==> config.mk <==
export PLATFORM = sky130hd
export DESIGN_NAME = serial_adder_nbit
export DESIGN_NICKNAME = d
export VERILOG_FILES = /design/src/rtl/arith_pkg.sv /design/src/rtl/full_add_1bit.sv /design/src/rtl/serial_adder_nbit.sv
export SDC_FILE = /design/constraint.sdc
export NUM_CORES = 1
export LEC_CHECK = 0
export CORE_MARGIN = 3
export CORE_UTILIZATION = 55
export DETAILED_ROUTE_END_ITERATION = 7
export PLACE_DENSITY = 0.85
export SETUP_SLACK_MARGIN = 0.02
export SYNTH_ARGS = -nofsm -noshare
export SYNTH_HDL_FRONTEND = slang
export SYNTH_SLANG_ARGS = --single-unit
==> constraint.sdc <==
create_clock -name clk -period 2.6 [get_ports clk]
set_input_delay 0.26 -clock clk [delete_from_list [all_inputs] [get_ports clk]]
set_output_delay 0.26 -clock clk [all_outputs]
set_load 0.1 [all_outputs]
==> src/rtl/arith_pkg.sv <==
// rtl/arith_pkg.sv - shared arithmetic-lab types and constants
package arith_pkg;

  typedef enum logic [1:0] {
    IDLE  = 2'd0,
    SHIFT = 2'd1,
    DONE  = 2'd2
  } add_state_t;

  localparam int DEFAULT_ADD_WIDTH = 8;

endpackage

==> src/rtl/full_add_1bit.sv <==
// rtl/full_add_1bit.sv - gate-level 1-bit full adder cell
module full_add_1bit (
  input  logic x,
  input  logic y,
  input  logic cin,
  output logic s,
  output logic cout
);

  logic x_xor_y;

  assign x_xor_y = x ^ y;
  assign s       = x_xor_y ^ cin;
  assign cout    = (x & y) | (cin & x_xor_y);

endmodule

==> src/rtl/serial_adder_nbit.sv <==
// rtl/serial_adder_nbit.sv - bit-serial N-bit adder, LSB first, one bit per clock
module serial_adder_nbit
  import arith_pkg::*;
#(
  parameter int WIDTH = DEFAULT_ADD_WIDTH
) (
  input  logic             clk,
  input  logic             rst_n,
  input  logic             start,
  input  logic [WIDTH-1:0] a,
  input  logic [WIDTH-1:0] b,
  input  logic             cin,
  output logic             busy,
  output logic             done,
  output logic [WIDTH-1:0] sum,
  output logic             cout
);

  localparam int CNT_W = $clog2(WIDTH);
  localparam logic [CNT_W-1:0] LAST_BIT = CNT_W'(WIDTH - 1);

  add_state_t       state;
  add_state_t       state_next;
  logic [WIDTH-1:0] a_sh;
  logic [WIDTH-1:0] b_sh;
  logic [WIDTH-1:0] sum_sh;
  logic [WIDTH-1:0] sum_sh_next;
  logic [CNT_W-1:0] cnt;
  logic             carry;
  logic             fa_s;
  logic             fa_c;
  logic             last_bit;

  full_add_1bit u_fa (
    .x    (a_sh[0]),
    .y    (b_sh[0]),
    .cin  (carry),
    .s    (fa_s),
    .cout (fa_c)
  );

  assign sum_sh_next = {fa_s, sum_sh[WIDTH-1:1]};
  assign last_bit    = (cnt == LAST_BIT);
  assign busy        = (state == SHIFT);
  assign done        = (state == DONE);

  always_ff @(posedge clk or negedge rst_n) begin
    if (!rst_n) begin
      state <= IDLE;
    end else begin
      state <= state_next;
    end
  end

  always_comb begin
    state_next = state;
    case (state)
      IDLE:    if (start) state_next = SHIFT;
      SHIFT:   if (last_bit) state_next = DONE;
      DONE:    state_next = start ? SHIFT : IDLE;
      default: state_next = IDLE;
    endcase
  end

  // sum/cout only update on the edge entering DONE, so partial sums stay hidden
  always_ff @(posedge clk or negedge rst_n) begin
    if (!rst_n) begin
      a_sh   <= '0;
      b_sh   <= '0;
      sum_sh <= '0;
      cnt    <= '0;
      carry  <= 1'b0;
      sum    <= '0;
      cout   <= 1'b0;
    end else begin
      case (state)
        IDLE, DONE: begin
          if (start) begin
            a_sh   <= a;
            b_sh   <= b;
            carry  <= cin;
            cnt    <= '0;
            sum_sh <= '0;
          end
        end
        SHIFT: begin
          sum_sh <= sum_sh_next;
          carry  <= fa_c;
          a_sh   <= a_sh >> 1;
          b_sh   <= b_sh >> 1;
          cnt    <= cnt + 1'b1;
          if (last_bit) begin
            sum  <= sum_sh_next;
            cout <= fa_c;
          end
        end
        default: ;
      endcase
    end
  end

endmodule

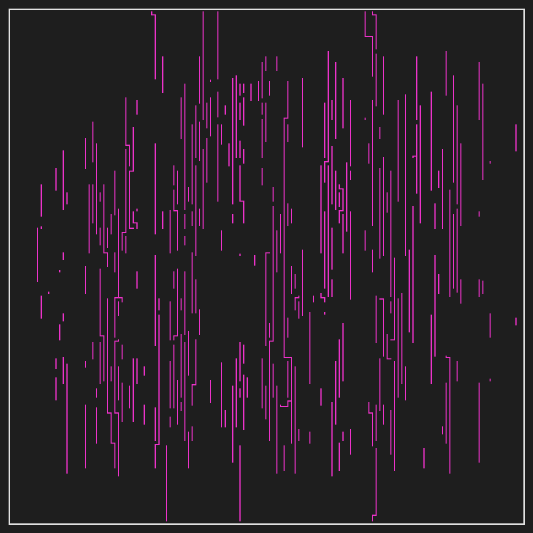
(run_1/layer_met2.png)
Scale: 8 px per um.
nets with wire on the layer	176
wire length on this layer	1600 um
share of all routed wire	48%

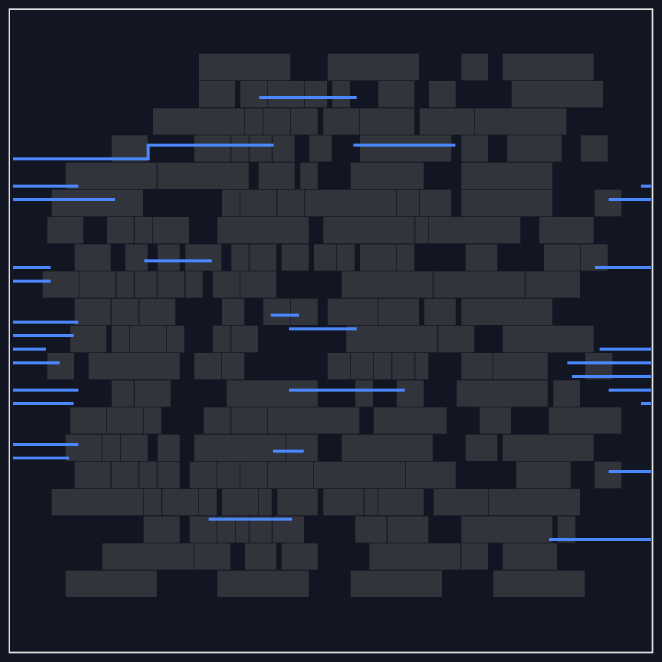
(run_1/layer_met3.png)
Scale: 10 px per um.
nets with wire on the layer	26
main direction	horizontal

==> impl_metrics.csv, run 1 <==
group,metric,value,unit
status,status,"finished, violations left",
status,violations,"hold timing",
layout,drive_gt1_frac,0.200,
power,leakagePower,0.967,nW
synthesis,synth_top_cell_by_area,"dfrtp_1",
critical_path,r2r.worst_path.cells,4,
power,p_sw,0.00138,W
power,pwr-share-comb,0.519,
critical_path,worstPathCellList,"buf_4 -> nor2b_1 -> buf_4",
synthesis,synth.distinct_cells,26,
routing,ant_nets,0,
cts,ctsHoldBuffers,0,
critical_path,max_stage_delay,0.74,ns
cts,h-tree-depth,2,
cts,numCtsBuffers,5,
synthesis,netlist.area_leader.share,0.511,
synthesis,ys_seq_elements,38,
place,place_ws,0.812,ns
timing,layout_setup_ws,0.602,ns
timing,drv_slew,0,
timing,worst_slew_pin_slew,0.822,ns
routing,avgRoutedWirePerCell,14.9,um
critical_path,cp_num_cells,3,
critical_path,cpMaxStageDelayCell,"dfrtp_1",
synthesis,fa_ha_area_frac,0.0242,
critical_path,reg2reg_to,"sum[5]",
layout,area_growth,18.7,%
synthesis,async_flop_share,1.00,
synthesis,yosys_most_used_dff,"dfrtp_1",
timing,rsz0062_at_grt,"no",
timing,hold_viol,8,
floorplanning,pin_count,31,
synthesis,syn_inst,149,
timing,finalSetupViolCount,0,
routing,drt-initial-drc-count,25,
power,clockPowerShare,0.109,
flow_run,maxCapViolCount,0,
floorplanning,dieArea,4120,um^2
critical_path,cp.required,2.34,ns
cts,cts_setup_buffers,0,
layout,antenna_cells,0,
power,power-per-cell-area,1340,nW/um^2
place,dp_hpwl,2400,um
timing,finalSetupTns,0,ns
synthesis,edf_count,0,
cts,clkTransAtPathRegs,0.11,ns
critical_path,start_kind,"flip-flop",
floorplanning,core,3150,um^2
timing,worst_slew_margin_rel,0.452,
routing,vias_per_cell,5.56,
critical_path,critPathKind,"flip-flop to output port",
critical_path,endpoint_kind,"output port",
power,internal_power,0.00158,W
synthesis,ys_top_cells_by_area,"dfrtp_1 (51%), mux2i_1 (8.1%), mux2_4 (7.3%)",
critical_path,rr_startpoint,"state[1]",
floorplanning,fp_util,0.590,
grt,grt-ovfl-total,0,
synthesis,ys_top_logic_family,"multiplexers",
cts,root_buffer,"clkbuf_4",
critical_path,worst_path_most_repeated_cell,"buf_4",
grt,grt_first_pass_wirelength,5760,um
synthesis,synthMuxAreaShare,0.171,
synthesis,syn-cell-area,1860,um^2
critical_path,cpLargestDelayFamily,"flip-flops",
grt,antenna_found_initial,0,
timing,timing.hold.ws,-0.00570,ns
synthesis,ys_cells,149,
cts,tritoncts,"built",
power,peakVddDrop,0.000557,V
floorplanning,die_w,64.2,um
timing,max_freq,500,MHz
timing,period_minus_slack,2.00,ns
synthesis,ys_chip_area,1860,um^2
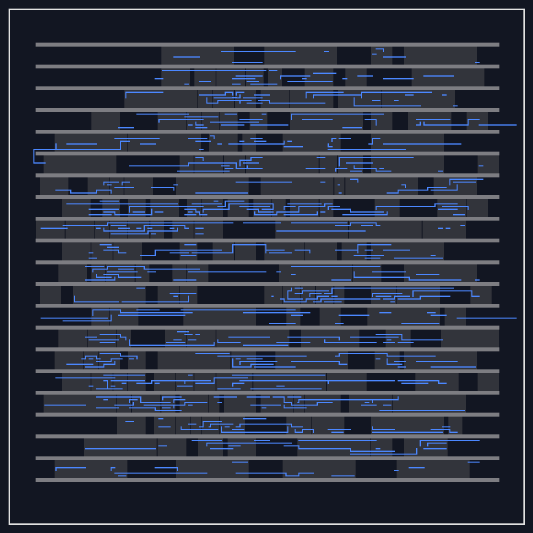
(run_1/layer_met1.png)
Scale: 8 px per um. Supply wires on this layer in gray.
share of all routed wire	44%
wire length on this layer	1480 um
vias post-DR: 1246
final WL: 3340 um
met1 usage: 0.224

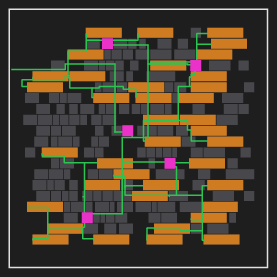
(run_1/clk_routes.png)
Scale: 4 px per um.
[orange] flip-flops | count: 38
[green] clock wires | length: 430 um
[magenta] clock drivers | count: 5
routed clock nets	6

## run 1: state kept, by name, summed over array words and instances (netlist names)
signal	count
sum	8
carry	1
sum_sh	7
state	2
b_sh	8
cout	1
a_sh	8
cnt	3
## run 1: how the worst max path moves through the flow
stage | from | end | slack (ns)
2_1_floorplan | state[1] | done | 0.30
3_5_place_dp | start | cnt[1] | 0.81
6_report | state[0] | done | 0.60
3_3_place_gp | start | a_sh[5] | 0.85
4_1_cts | state[0] | done | 0.58
5_1_grt | state[0] | done | 0.45
## run 1: power by group through the flow
stage          logic (W)  registers [W]  clock network [W]
6_report         0.00154        0.00110           0.000322
5_1_grt          0.00165        0.00115           0.000372
4_1_cts          0.00155        0.00110           0.000336
3_5_place_dp     0.00155        0.00112                  0
3_3_place_gp     0.00150        0.00109                  0
2_1_floorplan   0.000835        0.00151                  0
## run 1: cell type report
cell class / instances / area [um^2]
flip-flops and latches: 38 / 951
fillers: 245 / 943
multi-input cells: 97 / 815
repair buffers: 33 / 303
well taps: 44 / 55.1
clock buffers: 6 / 51.3
inverters: 4 / 22.5
clock inverters: 2 / 12.5
## run 1: metrics by stage
step	cell area, um^2	util	std cells
2_1_floorplan	1860	-	149
5_1_grt	2210	0.701	224
3_3_place_gp	2150	0.681	216
4_1_cts	2210	0.701	224
6_report	2210	0.701	224
3_5_place_dp	2150	0.681	216
## run 1: logic make-up (layout without fill, tap and decap cells)
logic type                 after synthesis  in the layout
buffers and inverters                   14             45
adders and majority gates                3              3
and+or+nand+nor                         23             23
DFF                                     38             38
xor gates and xnor gates                 1              1
AOI/OAI and AO/OA                       43             43
muxes                                   27             27
## run 1: layer usage
layer / share of wire / vias up / track usage
met1: 0.44 / 610 / 0.224
li1: - / 595 / -
met4: 0.018 / 0 / 0.0792
met5: 0 / - / 0
met3: 0.059 / 8 / 0.0562
met2: 0.48 / 33 / 0.297
## run 1: cell usage in the layout (no fill, tap or decap), types with 3 or more instances in the layout
cell and instances:
a21oi_1 15, clkbuf_4 5, o21ai_0 4, mux2i_1 15
buf_4 13, a211oi_1 13, nor2b_1 14, inv_1 3
clkdlybuf4s50_1 18, a22o_1 9, dfrtp_1 38, mux2_4 9
==> inputs of run 2 (changes only) <==
CORE_UTILIZATION = 52   (was 55)
PLACE_DENSITY = 0.81   (was 0.85)
clock period = 1.85 ns   (was 2.6 ns; I/O delays follow)
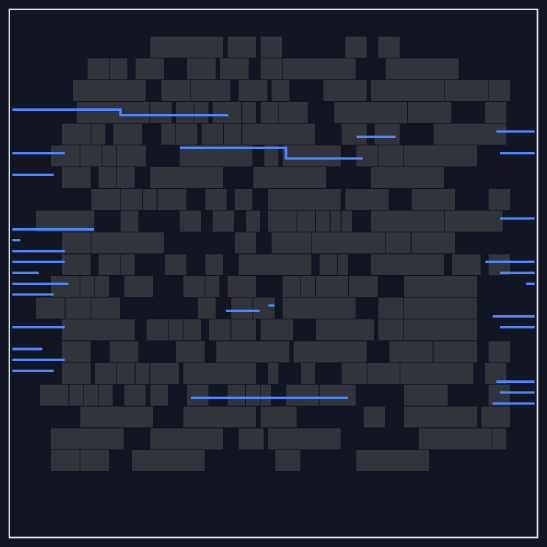
(run_2/layer_met3.png)
Scale: 8 px per um.
vias post-DR: 1228
GRT met3 Usage: 0.0544

==> run 2 against run 1 <==
First-iteration DRC count grew to 4.0 times the previous value. Highest routed layer unchanged. Register-to-register slack lost 0.59 ns. Utilization fell by 3.8 points. Sequential power grew 37%. Final area increased by 1.7%. Clock power grew 28%. Via count shrank 1.4%. Critical path depth did not move. Setup slack worse by 0.43 ns. Largest cell class unchanged. The flow now finishes without violations. Combinational power grew 44%. Global-route usage decreased by 1.1 points.
==> impl_metrics.csv, run 2 <==
group,metric,value,unit
cts,h-tree-depth,2,
synthesis,yosys_most_used_dff,"dfrtp_1",
floorplanning,die_h,65.8,um
critical_path,max_stage_delay,0.52,ns
timing,finalSetupViolCount,0,
timing,rsz0062_at_grt,"no",
synthesis,ys_cells,149,
synthesis,yosys_warnings,0,
floorplanning,core,3390,um^2
place,dp.cells,221,
power,peakVddDrop,0.000636,V
routing,drt-total-wl,3250,um
power,pwr-share-comb,0.536,
synthesis,ys_chip_area,1860,um^2
power,internal_power,0.00224,W
critical_path,critPathKind,"flip-flop to output port",
layout,final_cell_count_no_fill,228,
grt,grt_first_pass_wirelength,5630,um
timing,period_minus_slack,1.68,ns
cts,clkTransAtPathRegs,0.10,ns
cts,tritoncts,"built",
synthesis,syn-cell-area,1860,um^2
routing,drt-initial-drc-count,101,
routing,vias_per_cell,5.39,
cts,numCtsBuffers,5,
power,clockPowerShare,0.099,
floorplanning,pin_count,31,
timing,worst_slew_margin_rel,0.458,
timing,max_freq,596,MHz
layout,area_growth,20.7,%
synthesis,ys_seq_elements,38,
flow_run,warnings,26,
timing,worst_slew_pin_slew,0.813,ns
status,status,"finished clean",
grt,grt_start_max_net_pins,39,
routing,avgRoutedWirePerCell,14.3,um
cts,root_buffer,"clkbuf_4",
timing,drv_slew,0,
critical_path,start_kind,"flip-flop",
synthesis,netlist.area_leader.share,0.511,
layout,largestRegisters,"a_sh x8, b_sh x8, sum x8",
critical_path,worstPathCellList,"buf_4 -> nor2b_2 -> buf_12",
layout,drive_gt1_frac,0.209,
grt,antenna_found_initial,0,
timing,finalSetupTns,0,ns
critical_path,cpLargestDelayFamily,"flip-flops",
synthesis,synth.distinct_cells,26,
synthesis,async_flop_share,1.00,
critical_path,cp.required,1.66,ns
critical_path,cpMaxStageDelayCell,"dfrtp_1",
power,leakagePower,0.985,nW
floorplanning,fp_util,0.549,
flow_run,maxCapViolCount,0,
synthesis,syn_inst,149,
layout,lay_top_cells,"dfrtp_1 (38), clkdlybuf4s50_1 (18), mux2i_1 (15), a21oi_1 (15), buf_4 (15)",
grt,grtUsageTotal,0.172,
layout,antenna_cells,0,
critical_path,endpoint_kind,"output port",
synthesis,synth_top_cell_by_area,"dfrtp_1",
power,power-per-cell-area,1850,nW/um^2
synthesis,ys_top_cells_by_area,"dfrtp_1 (51%), mux2i_1 (8.1%), mux2_4 (7.3%)",
floorplanning,rows,21,
==> run 2: cell counts after synthesis <==
No cell type changed its count.
==> run 2: worst paths after layout <==
kind | from | to | slack (ns) | cells past startpoint
setup / recovery | state[1] | done | 0.17 | 3
hold / removal | rst_n | cnt[2] | 0.47 | 2
setup reg to reg | cnt[0] | cnt[2] | 0.37 | 4
hold reg to reg | cout | cout | 0.52 | 1
max in group asynchronous | rst_n | b_sh[2] | 0.87 | 2
min in group clk | b[2] | b_sh[2] | 0.47 | 3
==> run 2: layer usage <==
layer  wire [um]  GRT usage  up-vias
li1            -          -      604
met1        1410      0.209      587
met2        1590      0.283       32
met3         194     0.0544        5
met4          55     0.0674        0
met5           0          0        -
==> run 2: timing repair <==
action	CTS	global route
setup buffers	0	0
hold buffers	1	0
hold endpoints to repair	38	0
==> run 2: logic make-up after synthesis <==
| logic type | Yosys count | synth area share |
|---|---|---|
| compound gates | 43 | 0.153 |
| flops | 38 | 0.511 |
| mux | 27 | 0.171 |
| simple gates | 23 | 0.0847 |
| buf+inv | 14 | 0.0517 |
| fa+ha+maj | 3 | 0.0242 |
| xor+xnor | 1 | 0.00471 |
==> run 2: area by class of cell <==
type / instances / area (um^2)
fill: 272 / 1140
sequential: 38 / 951
multi-input combinational: 97 / 817
timing repair buffer: 37 / 348
tap: 46 / 57.6
clock buffer: 6 / 51.3
inverter: 4 / 22.5
==> run 2: power by group through the flow <==
stage	logic [W]	registers (W)	clock network (W)
5_1_grt	0.00238	0.00157	0.000473
4_1_cts	0.00225	0.00152	0.000432
3_3_place_gp	0.00217	0.00151	0
3_5_place_dp	0.00224	0.00153	0
6_report	0.00222	0.00151	0.000412
2_1_floorplan	0.00118	0.00212	0
==> run 2: per-stage QoR <==
step	hold slack [ns]	power, W	worst slack (ns)	cell area, um^2
6_report	0.466	0.00415	0.173	2250
5_1_grt	0.434	0.00443	0.0873	2250
4_1_cts	0.439	0.00420	0.137	2250
3_5_place_dp	0.327	0.00377	0.382	2190
3_3_place_gp	0.325	0.00368	0.420	2190
2_1_floorplan	-0.111	0.00329	0.145	1860
==> run_2/clk_routes.png <==
Scale: 4 px per um.
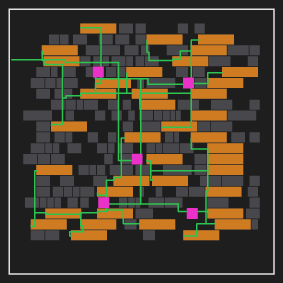

==> inputs of run 3 (changes only) <==
ABC_AREA = 1   (was not set)
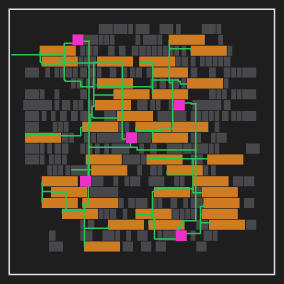
(run_3/clk_routes.png)
Scale: 4 px per um.
[orange] flip-flops | count: 38
[magenta] clock drivers | count: 5
[green] clock wires | length: 469 um
routed clock nets	6

==> run 3 against run 2 <==
Clock-buffer cell count is 1 higher. Non-clock buffer count is 1 lower. Combinational power is 15% higher. Total power rose by 8.0%. Global-route usage increased by 1.1 points. Worst hold slack worse by 0.21 ns. Critical path type unchanged. Highest routed layer unchanged.
==> impl_metrics.csv, run 3 <==
group,metric,value,unit
status,status,"finished clean",
critical_path,critPathKind,"flip-flop to output port",
critical_path,start_kind,"flip-flop",
routing,drt-initial-drc-count,92,
routing,drt-total-wl,3420,um
cts,ctsHoldBuffers,1,
critical_path,r2r.worst_path.cells,5,
timing,drv_slew,0,
floorplanning,rows,21,
floorplanning,die_w,65.9,um
layout,final_common_cell,"nand2_1",
routing,ant_nets,0,
timing,worst_slew_margin_rel,0.761,
layout,antenna_cells,0,
critical_path,crit_path_start,"state[0]",
synthesis,ys_top_cells_by_area,"dfrtp_1 (51%), nand2_1 (14%), nand3_1 (8.0%)",
synthesis,synth_top_cell_by_area,"dfrtp_1",
cts,numCtsBuffers,5,
routing,avgRoutedWirePerCell,11.4,um
layout,lay_top_cells,"nand2_1 (70), inv_1 (39), dfrtp_1 (38)",
grt,antenna_found_initial,0,
timing,finalSetupViolCount,0,
layout,area_growth,20.5,%
flow_run,warnings,26,
floorplanning,fp_util,0.551,
cts,h-tree-depth,2,
power,peakVddDrop,0.000961,V
critical_path,r2r_setup_slack,0.41,ns
timing,finalSetupTns,0,ns
synthesis,ys_seq_frac,0.509,
synthesis,yosys_warnings,0,
critical_path,rr_startpoint,"state[0]",
floorplanning,die_h,65.9,um
critical_path,cpMaxStageDelayCell,"dfrtp_1",
critical_path,max_stage_delay,0.54,ns
flow_run,maxCapViolCount,0,
grt,grt_first_pass_wirelength,5910,um
synthesis,ys_chip_area,1870,um^2
cts,root_buffer,"clkbuf_4",
timing,worst_slew_pin_slew,0.358,ns
timing,clock_skew,0.0105,ns
critical_path,cp.required,1.66,ns
floorplanning,dieArea,4350,um^2
synthesis,syn_inst,219,
cts,cts.path.max_buffers,2,
grt,grt_pass1_vias,1300,
floorplanning,pin_count,31,
critical_path,worstPathCellList,"inv_4 -> nor2_4 -> buf_12",
critical_path,cpLargestDelayFamily,"flip-flops",
synthesis,ys_seq_elements,38,
timing,max_freq,594,MHz
timing,rsz0062_at_grt,"no",
critical_path,reg2reg_to,"sum[0]",
cts,clkTransAtPathRegs,0.11,ns
power,leakagePower,1.22,nW
synthesis,ys_cells,219,
cts,cts_setup_buffers,0,
timing,timing.hold.ws,0.254,ns
place,portBuffers,30,
cts,tritoncts,"built",
layout,utilization,0.664,
synthesis,syn-cell-area,1870,um^2
synthesis,netlist.area_leader.share,0.509,
critical_path,endpoint,"busy",
synthesis,yosys_most_used_dff,"dfrtp_1",
timing,period_minus_slack,1.68,ns
synthesis,async_flop_share,1.00,
layout,drive_gt1_frac,0.169,
place,dp_hpwl,2410,um
layout,largestRegisters,"a_sh x8, b_sh x8, sum x8",
floorplanning,core,3390,um^2
grt,grtUsageTotal,0.183,
critical_path,endpoint_kind,"output port",
synthesis,synth.distinct_cells,21,
timing,hold_viol,0,
routing,vias,1414,
routing,vias_per_cell,4.71,
synthesis,edf_count,0,
power,power-per-cell-area,1990,nW/um^2
critical_path,crit_fanout,12,
critical_path,cp_num_cells,3,
grt,grt_start_max_net_pins,27,
grt,grt-ovfl-total,0,
-- run 3: metal layers --
metal,GRT usage,routed length [um]
met5,0,0
met4,0.0990,82
met3,0.0425,143
met2,0.287,1610
met1,0.234,1590
-- run 3: per-stage QoR --
stage / total power (W) / area, um^2 / setup slack, ns / instances
2_1_floorplan: 0.00355 / 1870 / 0.191 / 219
3_5_place_dp: 0.00406 / 2180 / 0.418 / 291
4_1_cts: 0.00452 / 2250 / 0.146 / 300
5_1_grt: 0.00485 / 2250 / 0.0921 / 300
6_report: 0.00448 / 2250 / 0.166 / 300
3_3_place_gp: 0.00399 / 2180 / 0.485 / 291
-- run 3: worst min-delay path by stage --
stage | from | to | slack, ns | cells past startpoint
after floorplan | rst_n | a_sh[0] | -0.11 | 0
after global placement | rst_n | sum[0] | 0.12 | 1
after detailed placement | rst_n | sum[0] | 0.12 | 1
after CTS | rst_n | a_sh[6] | 0.26 | 2
after global routing | rst_n | a_sh[6] | 0.29 | 2
final | rst_n | a_sh[2] | 0.25 | 2
-- run 3: cell families (layout without fill, tap and decap cells) --
logic type,count (synthesis),count (layout),synth area share
AND/OR/NAND/NOR,108,108,0.268
adder cells (fa/ha/maj),3,3,0.0241
AND-OR/OR-AND,19,19,0.0690
flip-flops,38,38,0.509
buffers and inverters,51,86,0.130
-- run 3: power by group --
group	total (W)	internal, W	switching [W]
Sequential	0.00146	0.00122	0.000235
Combinational	0.00256	0.000766	0.00180
Clock	0.000459	0.000184	0.000275
-- run 3: cell type report --
class | instances | area (um^2)
clock buffer | 7 | 55.1
clock inverter | 1 | 5.00
inverter | 42 | 165
sequential | 38 | 951
multi-input combinational | 130 | 677
fill | 285 | 1140
tap | 46 | 57.6
timing repair buffer | 36 | 340
-- run 3: worst register-to-register path: cells and delay by family, from the launching register on --
family	cells	cell delay [ns]
AOI/OAI and AO/OA	1	0.05
buffers and inverters	1	0.08
DFF	1	0.54
and+or+nand+nor	3	0.65
Power is estimated from default activity; no workload was simulated.
